$ cat src/rtl/mem_access_ctrl.sv
// Load/store sequencer between the pipeline and a single-port data memory.
// Holds each strobe for WAIT_CYCLES clocks, then presents a response until accepted.
module mem_access_ctrl #(
    parameter int unsigned WAIT_CYCLES = 1,
    parameter int unsigned DATA_W      = 5
) (
    input  logic              clk,
    input  logic              rst_n,
    input  logic              req_valid,
    input  logic              req_write,
    input  logic [DATA_W-1:0] req_addr,
    input  logic [DATA_W-1:0] req_wdata,
    output logic              req_ready,
    output logic              rsp_valid,
    input  logic              rsp_ready,
    output logic [DATA_W-1:0] rsp_rdata,
    output logic              busy,
    output logic              memread,
    output logic              memwrite,
    output logic [DATA_W-1:0] memory_address,
    output logic [DATA_W-1:0] memory_write_data,
    input  logic [DATA_W-1:0] memory_read_data
);

    localparam int unsigned CNT_W = 4;

    typedef enum logic [1:0] {
        IDLE   = 2'd0,
        ACCESS = 2'd1,
        RESP   = 2'd2
    } state_e;

    state_e              state_q, state_d;
    logic [CNT_W-1:0]    wait_q, wait_d;
    logic                memread_q, memread_d;
    logic                memwrite_q, memwrite_d;
    logic [DATA_W-1:0]   addr_q, addr_d;
    logic [DATA_W-1:0]   wdata_q, wdata_d;
    logic [DATA_W-1:0]   rdata_q, rdata_d;

    always_ff @(posedge clk or negedge rst_n) begin
        if (!rst_n) begin
            state_q <= IDLE;
        end else begin
            state_q <= state_d;
        end
    end

    always_comb begin
        state_d = state_q;
        case (state_q)
            IDLE:    if (req_valid)      state_d = ACCESS;
            ACCESS:  if (wait_q == '0)   state_d = RESP;
            RESP:    if (rsp_ready)      state_d = IDLE;
            default:                     state_d = IDLE;
        endcase
    end

    // Strobes are registered alongside the state so they drop on the same edge that enters RESP.
    always_comb begin
        wait_d     = wait_q;
        memread_d  = memread_q;
        memwrite_d = memwrite_q;
        addr_d     = addr_q;
        wdata_d    = wdata_q;
        rdata_d    = rdata_q;
        case (state_q)
            IDLE: begin
                if (req_valid) begin
                    addr_d     = req_addr;
                    wdata_d    = req_wdata;
                    wait_d     = CNT_W'(WAIT_CYCLES - 1);
                    memread_d  = !req_write;
                    memwrite_d = req_write;
                end
            end
            ACCESS: begin
                if (wait_q == '0) begin
                    memread_d  = 1'b0;
                    memwrite_d = 1'b0;
                    rdata_d    = memwrite_q ? '0 : memory_read_data;
                end else begin
                    wait_d = wait_q - CNT_W'(1);
                end
            end
            default: ;
        endcase
    end

    always_ff @(posedge clk or negedge rst_n) begin
        if (!rst_n) begin
            wait_q     <= '0;
            memread_q  <= 1'b0;
            memwrite_q <= 1'b0;
            addr_q     <= '0;
            wdata_q    <= '0;
            rdata_q    <= '0;
        end else begin
            wait_q     <= wait_d;
            memread_q  <= memread_d;
            memwrite_q <= memwrite_d;
            addr_q     <= addr_d;
            wdata_q    <= wdata_d;
            rdata_q    <= rdata_d;
        end
    end

    always_comb begin
        req_ready         = (state_q == IDLE);
        rsp_valid         = (state_q == RESP);
        busy              = (state_q != IDLE);
        memread           = memread_q;
        memwrite          = memwrite_q;
        memory_address    = addr_q;
        memory_write_data = wdata_q;
        rsp_rdata         = rdata_q;
    end

endmodule

$ cat config.mk
export PLATFORM = sky130hd
export DESIGN_NAME = mem_access_ctrl
export DESIGN_NICKNAME = d
export VERILOG_FILES = /design/src/rtl/mem_access_ctrl.sv
export SDC_FILE = /design/constraint.sdc
export NUM_CORES = 1
export LEC_CHECK = 0
export CORE_MARGIN = 2
export CORE_UTILIZATION = 42
export DETAILED_ROUTE_END_ITERATION = 10
export PLACE_DENSITY = 0.78
export RECOVER_POWER = 25
export SLEW_MARGIN = 20
export SYNTH_ARGS = -nofsm -noshare
export SYNTH_HDL_FRONTEND = slang
export SYNTH_SLANG_ARGS = --single-unit
$ cat constraint.sdc
create_clock -name clk -period 2.3 [get_ports clk]
set_clock_uncertainty 0.05 [all_clocks]
set_input_delay 0.46 -clock clk [delete_from_list [all_inputs] [get_ports clk]]
set_output_delay 0.46 -clock clk [all_outputs]
set_load 0.02 [all_outputs]
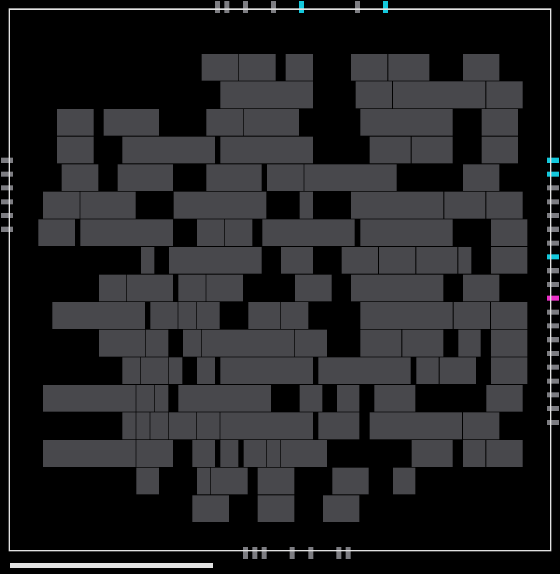
*I/O pins on the die edge*
Scale bar: 20 um. Pins as bars across the die edge, other pins in gray.
legend:
  req_write:
    color: magenta
    pins: 1
    direction: input
    edge: east
  memory_address:
    color: cyan
    pins: 5
    direction: output
    edge: 3 east, 2 north
all pins by edge: 20 east, 7 south, 7 north, 6 west

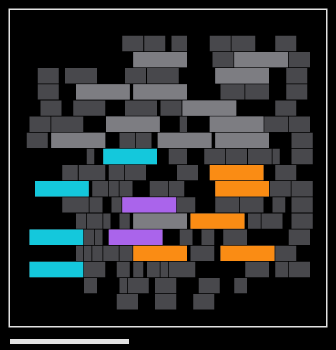
*Sequential cells colored by netlist name*
Scale bar: 20 um. Other sequential cells in the stronger gray, the rest of the logic in the fainter gray.
legend:
  rsp_rdata:
    color: orange
    sequential_cells: 5
  state_q:
    color: purple
    sequential_cells: 2
  wait_q:
    color: cyan
    sequential_cells: 4

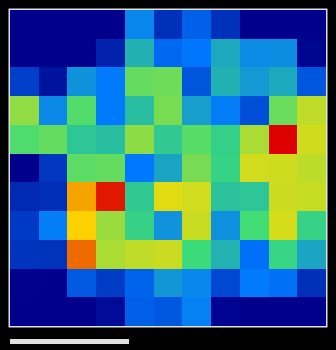
*Wiring heat map*
Scale bar: 20 um. 11 x 11 tiles, from dark blue (low) to red (high), scaled to the fullest tile. Values are wire area over tile area, all layers added.
emptiest ninth of the die: north-west
nearly empty tiles: 17%
tiles over half the peak: 29%
fullest tile: 0.33
densest ninth of the die: east
mean over tiles: 0.11
via count: 713
wire per inst: 13.4 um
GRT Util Overall: 0.155
Total Wirelength: 1990 um

==> impl_metrics.csv <==
group,metric,value,unit
finish,lay_top_cells,"37 x clkdlybuf4s50_1, 23 x dfrtp_1, 10 x mux2_1, 6 x nor2b_1, 5 x mux2_4",
detailed_routing,detail-route-antenna-nets,0,
global_route,grt_remaining_overflow,0,
setup_path,required,1.79,ns
min_path,hp-class,"reg -> reg",
global_route,grt_first_pass_wirelength,3140,um
synth,yosysWarnings,0,
setup_path,startpoint,"state_q[0]",
power_and_ir_drop,top_power_group,"combinational cells",
floorplan,rows,17,
setup_path,arrival,1.59,ns
floorplan,fp_util,0.452,
synth,numSynthFlops,23,
power_and_ir_drop,swShare,0.377,
setup_path,critPathCapture,"busy",
clock_network,h-tree-depth,1,
synth,yosys.area.top_type,"dfrtp_1",
power_and_ir_drop,leakagePower,0.662,nW
timing,setup-violations-final,0,
setup_path,worst_path_dominant_cell_family,"buffers and inverters",
min_path,hp-start,"rsp_rdata[1]",
timing,period_used_share,0.913,
clock_network,cts_tree,"yes",
setup_path,worst-path-stages,2,
power_and_ir_drop,power.share.sequential,0.369,
finish,area_growth,43.7,%
job,cap_violations,0,
clock_network,clkTransAtPathRegs,0.12,ns
setup_path,regToRegStartpoint,"wait_q[0]",
setup_path,path_class,"reg -> out",
setup_path,critPathMaxStageDelay,0.54,ns
detailed_routing,via_per_inst,4.82,
clock_network,cts-root-buf,"clkbuf_4",
synth,synth-main-ff-cell,"dfrtp_1",
floorplan,die_h,53.2,um
synth,synth_area,1020,um^2
clock_network,clock_path_buffers,2,
finish,seqCellArea,576,um^2
setup_path,path_buffers,1,
synth,syn_inst,78,
synth,edf_count,0,
finish,nets,142,
floorplan,die_area,2840,um^2
setup_path,slowest_stage,"clkdlybuf4s50_1",
clock_network,cts_made_buffers,3,
power_and_ir_drop,power.share.clock,0.089,
floorplan,die_w,53.2,um
placement,dp_hpwl,1490,um
detailed_routing,drt_pass1_iterations,4,
floorplan,core_area,2250,um^2
timing,finalSetupTns,0,ns
power_and_ir_drop,total_power,0.00198,W
timing,max_freq,476,MHz
synth,post_synth_main_area_contributors,"dfrtp_1 57%, mux2_1 11%, mux2_4 7.4%",
timing,tightestPinTransition,1.20,ns
synth,ys_types,26,
synth,ys_area,1020,um^2
power_and_ir_drop,comb_power_share,0.542,
setup_path,r2r_slack,0.43,ns
global_route,grt_pass1_vias,726,
min_path,min_to,"rsp_rdata[1]",
finish,logic_area,407,um^2
setup_path,cp_max_fo,7,
timing,period_minus_slack,2.10,ns
synth,synth-async-reset-ratio,1.00,
outcome,status,"completed",
job,warning_count,26,
power_and_ir_drop,comb-power,0.00107,W
power_and_ir_drop,p_per_area,1350,nW/um^2
timing,finalHoldViolCount,0,
setup_path,r2r_end,"rsp_rdata[2]",
-- cells by family (layout without fill, tap and decap cells) --
logic type,after synthesis,after routing,synth area share
AOI/OAI and AO/OA,9,9,0.0614
adders and majority gates,1,1,0.0123
buffers and inverters,7,49,0.0356
DFF,23,23,0.565
muxes,15,15,0.184
and+or+nand+nor,23,23,0.141
-- layout make-up --
class	count	area share
Multi-Input combinational cell	48	0.278
Sequential cell	23	0.393
Inverter	4	0.0103
Timing Repair Buffer	41	0.276
Clock inverter	1	0.00342
Tap cell	28	0.0239
Clock buffer	3	0.0154
-- metal layers --
layer | global-route usage | vias up | part of all wire
met3 | 0.0452 | 0 | 0.062
met5 | 0 | - | 0
met2 | 0.267 | 28 | 0.48
li1 | - | 357 | -
met4 | 0.0256 | 0 | 0
met1 | 0.192 | 328 | 0.46
-- stage by stage --
stage / util / cells / setup slack (ns) / cell area (um^2) / hold WS (ns)
after floorplan: - / 78 / 0.724 / 1020 / 0.114
after global placement: 0.638 / 144 / 0.301 / 1440 / 0.425
after detailed placement: 0.638 / 144 / 0.250 / 1440 / 0.431
after CTS: 0.650 / 148 / 0.0478 / 1470 / 0.445
after global routing: 0.649 / 148 / 0.113 / 1460 / 0.466
final: 0.649 / 148 / 0.200 / 1460 / 0.452
-- Yosys cell counts (2+ instances only) --
library cell / n
buf_2: 2
dfrtp_1: 23
a31o_1: 2
o21ai_0: 2
nor2b_1: 6
nand2_1: 3
mux2_4: 5
nand2b_1: 3
nand3_1: 2
o21bai_1: 2
inv_1: 4
mux2_1: 10
-- state kept, by name (all words and copies together), names as in the netlist --
register	flops
rsp_rdata	5
memwrite	1
state_q	2
memory_address	5
memread	1
wait_q	4
memory_write_data	5
Power is estimated from default activity; no workload was simulated.
